Fig. 1: power grid
Scale bar: 50 µm. Pins as bars on the die edge.
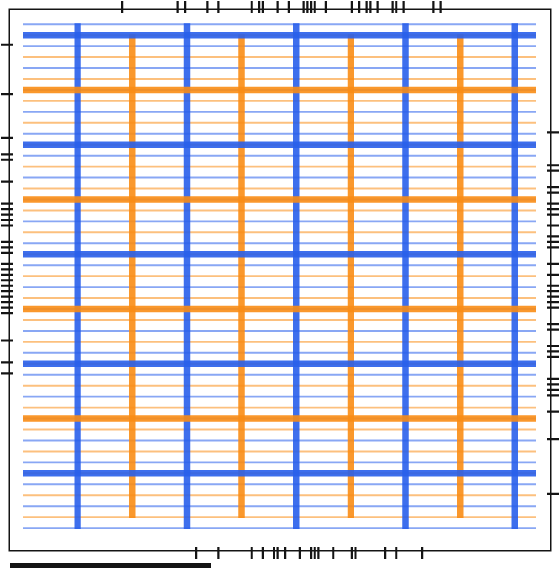
Fig. 2: placed cells, one colour a class
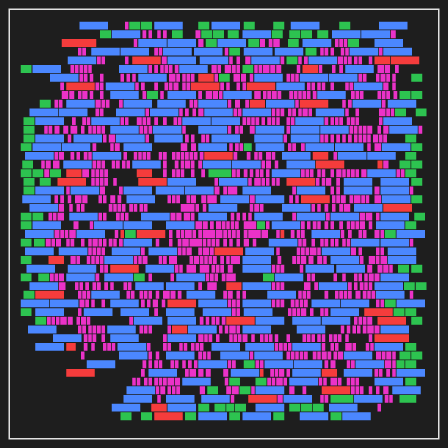
Fig. 3: clock wires, drivers and flops
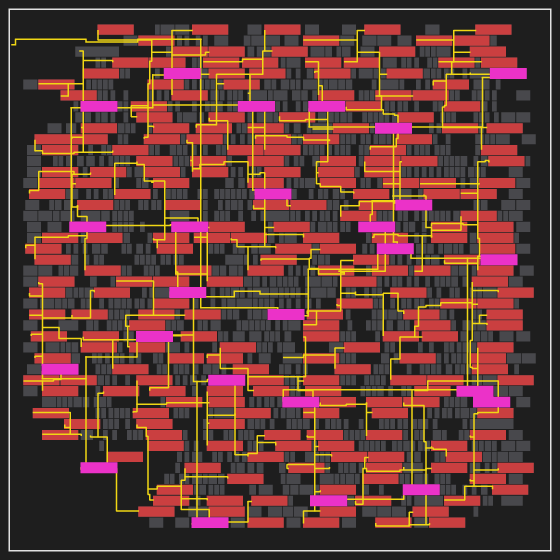
Fig. 4: wiring by layer
Scale bar: 50 µm.
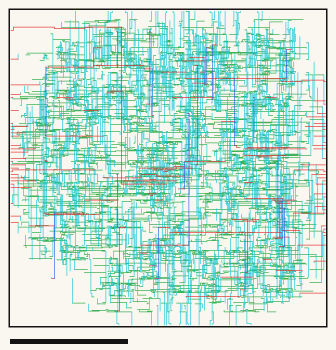
Fig. 5: track usage over the die
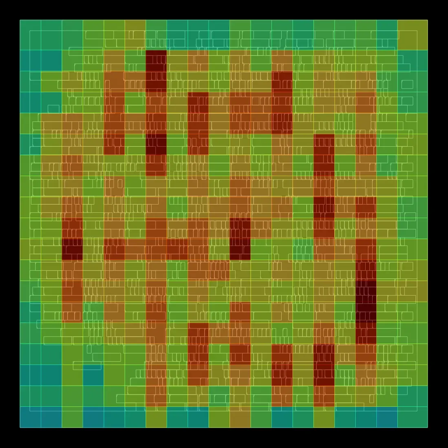
==> config.mk <==
export PLATFORM = sky130hd
export DESIGN_NAME = switch_debounce
export DESIGN_NICKNAME = d
export VERILOG_FILES = /design/src/rtl/switch_debounce.sv
export SDC_FILE = /design/constraint.sdc
export NUM_CORES = 1
export LEC_CHECK = 0
export ABC_AREA = 1
export ABC_CLOCK_PERIOD_IN_PS = 4550
export CORE_MARGIN = 3
export CORE_UTILIZATION = 61
export DETAILED_ROUTE_END_ITERATION = 8
export PLACE_DENSITY = 0.85
export SYNTH_ARGS = -nofsm -noshare
export SYNTH_HDL_FRONTEND = slang
export SYNTH_SLANG_ARGS = --single-unit
==> constraint.sdc <==
create_clock -name clk -period 4.55 [get_ports clk]
set_clock_uncertainty 0.05 [all_clocks]
set_input_delay 0.91 -clock clk [delete_from_list [all_inputs] [get_ports clk]]
set_output_delay 0.91 -clock clk [all_outputs]
set_load 0.02 [all_outputs]
==> flow_summary.toml <==
# flow metrics
[critical_path]
path_cells = "nor2_1 > nand2_1 > nor2_4 > nand2_4 > nand2_1 > nand2_1"
cpMostUsedCell = "nand2_1"
worstSetupPathType = "reg -> reg"
rrSetupSlack_ns = 1.93
worst-path-buf-inv = 0
crit_path_start_kind = "register"
required_ns = 4.90

[clock_tree]
cts_tree = "done"
numClockSinks = 241
cts.reportedPaths.clkPinSlew_ns = 0.06
root_buffer = "clkbuf_16"
htreeDepth = 1

[run]
warnings = 28
maxCapViolations = 0

[finish]
logic_area_mm2 = 0.00335
nets = 1323
area_growth_pct = 20.0
largest_reg_flops = 96

[pwr]
intPower_mw = 3.52
finalPower_mw = 4.39

[yosys]
area_leaders = "dfrtp_1 60%, nand2_1 19%, nor2_1 4.8%"
postSynthSeqShare_pct = 60.3
edf_count = 0
postSynthNetCount = 1229

[place]
dpl-instance-area_mm2 = 0.0111

[hold_path]
whs_path_depth = 0

[run_status]
status = "finished, final reports clean"

[timing]
hold_viol_final = 0
relSlewSlack_pct = 30.1
fin_crit_sh_pct = 57.7

[route]
drc = 0
## Picture notes: Fig. 1
VSS: marked blue. VDD: marked orange.
The core has 46 rows. 47 met1 rails follow the rows. 9 straps on met5. 100 signal pins sit on the boundary.
die width: 134 µm
Peak VDD IR: 0.000297 V

## Picture notes: Fig. 2
clock drivers and dummy loads: marked red, cells 44, share of their area 7.5%. remaining buffers and delay cells: marked green, cells 105, share of their area 9.1%. remaining logic cells: marked magenta, cells 914, share of their area 32%. sequential cells: marked blue, cells 241, share of their area 51%.
post-layout util: 75.3%
flop share of the area: 50.2%
fin area: 0.0120 mm²
core area: 0.0159 mm²
number of cell rows: 46

## Picture notes: Fig. 3
clock-net drivers: marked magenta, count 25. clock wires: marked yellow, length 2740 µm. flip-flops: marked red, count 241.
There are 26 routed clock nets.
clk_lat worst skew: 0.52 ns
clock share of power: 48.2%
Power Clock: 2.12 mW

## Picture notes: Fig. 4
M3: marked red, wire length 1070 µm. M1: marked green, wire length 9190 µm. M4: marked blue, wire length 624 µm. M2: marked cyan, wire length 10700 µm.
GRT Total Usage: 24.6%
Routed WL: 21.5 mm
routed length per instance: 14.2 µm
Via Count: 7965

## Picture notes: Fig. 5
met1 usage: 33.2%
GR Util met3: 4.09%
Most Used Layer, Global Route: met2

## cell type report
| cell class | instances | area share (%) |
|---|---|---|
| clock buffer | 40 | 6.68 |
| clock inverter | 4 | 0.615 |
| inverter | 111 | 3.47 |
| multi-input combinational | 803 | 27.9 |
| sequential | 241 | 50.2 |
| tap | 216 | 2.25 |
| timing repair buffer | 105 | 8.88 |
## power by group through the flow
stage	sequential, mW	combinational (mW)	clock, mW
global placement	2.23	0.0872	0
detailed placement	2.23	0.0886	0
global route	2.19	0.0979	2.24
CTS	2.19	0.0893	2.15
floorplan	2.22	0.0101	0
finish	2.19	0.0854	2.12
## routing by layer
metal | track usage, % | vias to the layer above | part of all wire, %
li1 | - | 3882 | -
met1 | 33.2 | 3817 | 43
met2 | 41.3 | 212 | 50
met3 | 4.09 | 54 | 5.0
met4 | 7.92 | 0 | 2.9
met5 | 0 | - | 0
## cells by family after synthesis
group                      synth area share (%)
and+or+nand+nor                            30.6
buffers and inverters                      6.56
xor gates and xnor gates                  0.613
adders and majority gates                 0.125
AOI/OAI and AO/OA                          1.88
DFF                                        60.3
## stage by stage
stage                     hold slack [ns]  util, %
final                               0.296     75.3
after global routing                0.297     75.3
after CTS                           0.298     75.3
after global placement              0.282     69.8
after floorplan                     0.281        -
after detailed placement            0.285     69.8
## worst reg2reg max path, cell delays in order (launching register included)
cell	delay (ns)
dfrtp_1	0.41
nor2_1	0.16
nand2_1	0.11
nor2_4	0.62
nand2_4	0.78
nand2_1	0.30
nand2_1	0.09
## layout by cell type, fill, tap and decap left out, drive strengths merged, types with 7 or more instances in the layout
cell / n
nand2: 508
dfrtp: 241
nor2: 131
inv: 112
clkdlybuf4s50: 98
nand3: 72
nand4: 45
clkbuf: 40
o21ai: 34
xor2: 7
buf: 7
Power figures rest on the tool's default switching activity, not on a simulated workload.
